<file path="src/rtl/cpu_mc.sv">
`default_nettype none
// ============================================================================
//  Module   : cpu_mc
//  Purpose  : Multi-cycle 16-bit processor core. It has one shared
//             instruction/data memory port and issues one request at a time.
//             The port tolerates wait states, and read data returns a fixed
//             MEM_RD_LAT edges after the request is accepted.
//
//  Ports    : clk               - clock
//             reset             - asynchronous, active-high reset
//             o_mem_addr        - byte address of the current request
//             o_mem_rd          - read request (instruction fetch or load)
//             o_mem_wr          - write request (store)
//             o_mem_wrdata      - store data
//             i_mem_waitrequest - 1 = request not accepted this cycle
//             i_mem_rddata      - read data, sampled MEM_RD_LAT edges after
//                                 acceptance
//             o_pc              - PC of the instruction in flight
//             o_retire          - pulse in the last cycle of each instruction
//
//  Revision : 1.0 - initial release
// ============================================================================
module cpu_mc #(
    parameter logic [15:0] RESET_PC   = 16'h0000,
    parameter int unsigned MEM_RD_LAT = 1
) (
    input  logic        clk,
    input  logic        reset,
    output logic [15:0] o_mem_addr,
    output logic        o_mem_rd,
    output logic        o_mem_wr,
    output logic [15:0] o_mem_wrdata,
    input  logic        i_mem_waitrequest,
    input  logic [15:0] i_mem_rddata,
    output logic [15:0] o_pc,
    output logic        o_retire
);

    // The latency counter runs 0 .. MEM_RD_LAT-1. The read data is valid on
    // the edge that closes the last count.
    localparam logic [2:0] c_lat_last = 3'(MEM_RD_LAT - 1);

    typedef enum logic [2:0] {
        S_FETCH = 3'd0,
        S_FWAIT = 3'd1,
        S_EXEC  = 3'd2,
        S_MEM   = 3'd3,
        S_MWAIT = 3'd4
    } state_t;

    state_t      state_q, state_d;
    logic [15:0] pc_q, pc_d;
    logic [15:0] ir_q, ir_d;
    logic [15:0] regs_q [8];
    logic [15:0] regs_d [8];
    logic        flag_n_q, flag_n_d;
    logic        flag_z_q, flag_z_d;
    logic [2:0]  lat_cnt_q, lat_cnt_d;
    // Data access captured in EXEC so that MEM/MWAIT hold stable values.
    logic [15:0] maddr_q, maddr_d;
    logic [15:0] mwdata_q, mwdata_d;
    logic        mstore_q, mstore_d;
    logic [2:0]  mrx_q, mrx_d;

    // Instruction decode
    logic [3:0]  w_op;
    logic        w_immf;
    logic [2:0]  w_rx;
    logic [2:0]  w_ry;
    logic [15:0] w_rx_val;
    logic [15:0] w_ry_val;
    logic [15:0] w_opb;
    logic [15:0] w_sum;
    logic [15:0] w_diff;
    logic [15:0] w_pc_plus2;
    logic [15:0] w_jtgt;

    logic [15:0] w_mem_addr;
    logic        w_mem_rd;
    logic        w_mem_wr;
    logic [15:0] w_mem_wrdata;
    logic        w_retire;

    assign w_op       = ir_q[3:0];
    assign w_immf     = ir_q[4];
    assign w_rx       = ir_q[7:5];
    assign w_ry       = ir_q[10:8];
    assign w_rx_val   = regs_q[w_rx];
    assign w_ry_val   = regs_q[w_ry];
    assign w_opb      = w_immf ? {{8{ir_q[15]}}, ir_q[15:8]} : w_ry_val;
    assign w_sum      = w_rx_val + w_opb;
    assign w_diff     = w_rx_val - w_opb;
    assign w_pc_plus2 = pc_q + 16'd2;
    // The immediate offset counts in instruction words, so it is shifted
    // left by one. The register form reads the old Rx, which makes
    // "call R7" jump to the previous R7.
    assign w_jtgt     = w_immf ? (w_pc_plus2 + {{4{ir_q[15]}}, ir_q[15:5], 1'b0})
                               : w_rx_val;

    always_comb begin
        state_d      = state_q;
        pc_d         = pc_q;
        ir_d         = ir_q;
        regs_d       = regs_q;
        flag_n_d     = flag_n_q;
        flag_z_d     = flag_z_q;
        lat_cnt_d    = lat_cnt_q;
        maddr_d      = maddr_q;
        mwdata_d     = mwdata_q;
        mstore_d     = mstore_q;
        mrx_d        = mrx_q;
        w_mem_addr   = 16'h0000;
        w_mem_rd     = 1'b0;
        w_mem_wr     = 1'b0;
        w_mem_wrdata = 16'h0000;
        w_retire     = 1'b0;

        case (state_q)
            S_FETCH: begin
                w_mem_rd   = 1'b1;
                w_mem_addr = pc_q;
                if (!i_mem_waitrequest) begin
                    state_d   = S_FWAIT;
                    lat_cnt_d = 3'd0;
                end
            end

            S_FWAIT: begin
                if (lat_cnt_q == c_lat_last) begin
                    ir_d    = i_mem_rddata;
                    state_d = S_EXEC;
                end else begin
                    lat_cnt_d = lat_cnt_q + 3'd1;
                end
            end

            S_EXEC: begin
                state_d  = S_FETCH;
                pc_d     = w_pc_plus2;
                w_retire = 1'b1;
                case (w_op)
                    4'd0: regs_d[w_rx] = w_opb;
                    4'd1: begin
                        regs_d[w_rx] = w_sum;
                        flag_n_d     = w_sum[15];
                        flag_z_d     = (w_sum == 16'h0000);
                    end
                    4'd2: begin
                        regs_d[w_rx] = w_diff;
                        flag_n_d     = w_diff[15];
                        flag_z_d     = (w_diff == 16'h0000);
                    end
                    4'd3: begin
                        flag_n_d = w_diff[15];
                        flag_z_d = (w_diff == 16'h0000);
                    end
                    4'd4: begin
                        if (!w_immf) begin
                            maddr_d  = w_ry_val;
                            mstore_d = 1'b0;
                            mrx_d    = w_rx;
                            state_d  = S_MEM;
                            w_retire = 1'b0;
                        end
                    end
                    4'd5: begin
                        if (!w_immf) begin
                            maddr_d  = w_ry_val;
                            mwdata_d = w_rx_val;
                            mstore_d = 1'b1;
                            state_d  = S_MEM;
                            w_retire = 1'b0;
                        end
                    end
                    4'd6: begin
                        if (w_immf) begin
                            regs_d[w_rx] = {ir_q[15:8], w_rx_val[7:0]};
                        end
                    end
                    4'd8:  pc_d = w_jtgt;
                    4'd9:  if (flag_z_q) pc_d = w_jtgt;
                    4'd10: if (flag_n_q) pc_d = w_jtgt;
                    4'd12: begin
                        regs_d[7] = w_pc_plus2;
                        pc_d      = w_jtgt;
                    end
                    default: ;
                endcase
            end

            S_MEM: begin
                w_mem_addr = maddr_q;
                if (mstore_q) begin
                    w_mem_wr     = 1'b1;
                    w_mem_wrdata = mwdata_q;
                end else begin
                    w_mem_rd = 1'b1;
                end
                if (!i_mem_waitrequest) begin
                    if (mstore_q) begin
                        state_d  = S_FETCH;
                        w_retire = 1'b1;
                    end else begin
                        state_d   = S_MWAIT;
                        lat_cnt_d = 3'd0;
                    end
                end
            end

            S_MWAIT: begin
                if (lat_cnt_q == c_lat_last) begin
                    regs_d[mrx_q] = i_mem_rddata;
                    w_retire      = 1'b1;
                    state_d       = S_FETCH;
                end else begin
                    lat_cnt_d = lat_cnt_q + 3'd1;
                end
            end

            default: state_d = S_FETCH;
        endcase
    end

    always_ff @(posedge clk or posedge reset) begin
        if (reset) begin
            state_q   <= S_FETCH;
            pc_q      <= RESET_PC;
            ir_q      <= 16'h0000;
            flag_n_q  <= 1'b0;
            flag_z_q  <= 1'b0;
            lat_cnt_q <= 3'd0;
            maddr_q   <= 16'h0000;
            mwdata_q  <= 16'h0000;
            mstore_q  <= 1'b0;
            mrx_q     <= 3'd0;
            for (int i = 0; i < 8; i++) begin
                regs_q[i] <= 16'h0000;
            end
        end else begin
            state_q   <= state_d;
            pc_q      <= pc_d;
            ir_q      <= ir_d;
            flag_n_q  <= flag_n_d;
            flag_z_q  <= flag_z_d;
            lat_cnt_q <= lat_cnt_d;
            maddr_q   <= maddr_d;
            mwdata_q  <= mwdata_d;
            mstore_q  <= mstore_d;
            mrx_q     <= mrx_d;
            for (int i = 0; i < 8; i++) begin
                regs_q[i] <= regs_d[i];
            end
        end
    end

    // The state resets to FETCH. Gating with reset keeps the bus idle while
    // reset is held, and the first request appears in the first cycle after
    // reset is released.
    assign o_mem_addr   = reset ? 16'h0000 : w_mem_addr;
    assign o_mem_rd     = w_mem_rd & ~reset;
    assign o_mem_wr     = w_mem_wr & ~reset;
    assign o_mem_wrdata = reset ? 16'h0000 : w_mem_wrdata;
    assign o_retire     = w_retire & ~reset;
    assign o_pc         = pc_q;

endmodule
`default_nettype wire

</file>
<file path="config.mk">
export PLATFORM = sky130hd
export DESIGN_NAME = cpu_mc
export DESIGN_NICKNAME = d
export VERILOG_FILES = /design/src/rtl/cpu_mc.sv
export SDC_FILE = /design/constraint.sdc
export NUM_CORES = 1
export LEC_CHECK = 0
export CORE_UTILIZATION = 41
export CTS_CLUSTER_SIZE = 20
export DETAILED_ROUTE_END_ITERATION = 16
export RECOVER_POWER = 25
export SLEW_MARGIN = 30
export SYNTH_ARGS = -nofsm -noshare
export SYNTH_HDL_FRONTEND = slang
export SYNTH_SLANG_ARGS = --single-unit
</file>
<file path="constraint.sdc">
create_clock -name clk -period 23.2 [get_ports clk]
set_clock_uncertainty 0.1 [all_clocks]
set_input_delay 4.64 -clock clk [delete_from_list [all_inputs] [get_ports clk]]
set_output_delay 4.64 -clock clk [all_outputs]
set_load 0.01 [all_outputs]
</file>
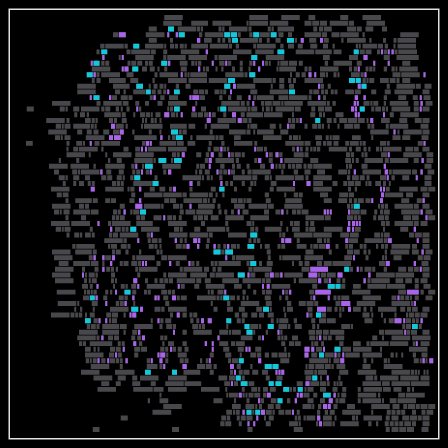
(images/logic_types.png)
| color | family | cells |
|---|---|---|
| cyan | AND-OR and OR-AND gates | 82 |
| purple | NOR gates | 289 |

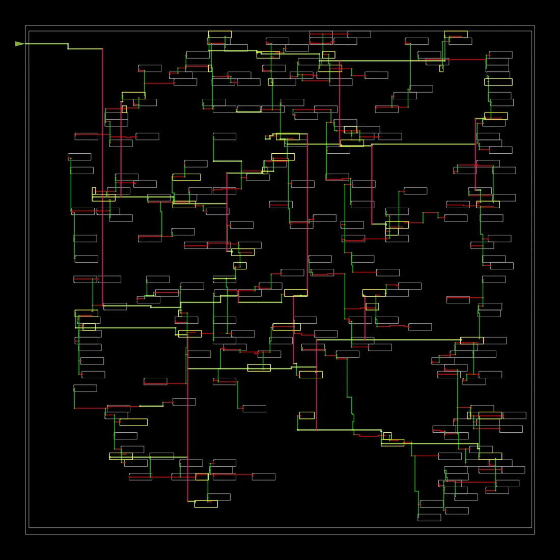
(images/clocks.png)
seq_cells: 204
number of clock buffers inserted by TritonCTS: 26

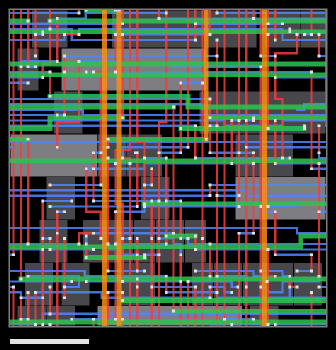
(images/detail.png)
The bar under the picture is 5 µm long. Region (92, 132) to (112, 152) µm. Cells in gray, sequential cells in the stronger gray; small squares are vias.
| color | layer |
|---|---|
| blue | metal 1 |
| orange | metal 4 |
| red | metal 2 |
| green | metal 3 |
netlist names of flops here include: regs_q (3)
sequential cells in the window: 3
most frequent: a21oi_1 (7), dfrtp_1 (3)
cells with their middle in the window: 27

==> results_dict.tcl <==
# metrics dict for downstream scripts
set metrics [dict create \
    status "complete, but fails checks" \
    violations "capacitance limit, slew limit" \
    place_ws_ns 11.37 \
    viasPerCell 7.05 \
    holdCritStartpoint "mwdata_q[9]" \
    fill_cells 3935 \
    grtUsageTotal 0.369 \
    place_hpwl_um 54100 \
    ys_warn_count 0 \
    grt_overflow 0 \
    drv_slew 87 \
    yosys.area_share.aoi 0.304 \
    cts_tree "yes" \
    crit_type "primary input to output port" \
    adder_share 0.0412 \
    area_growth_syn_to_layout_pct 12.6 \
    io_pins 70 \
    clockBufferDepth 3 \
    setup_viol 0 \
    ys_area_mm2 0.0166 \
    reg2reg_to "regs_q[18]" \
    fp_util 0.417 \
    grt_pass1_vias 16600 \
    cts_resized 0 \
    netlist-cell-type-count 94 \
    maxCapViolCount 4 \
    critPathCaptureType "output port" \
    top_logic_kind "AND-OR/OR-AND gates" \
    max_stage_delay_ns 0.81 \
    buf_share 0.0593 \
    final_hold_viol_count 0 \
]
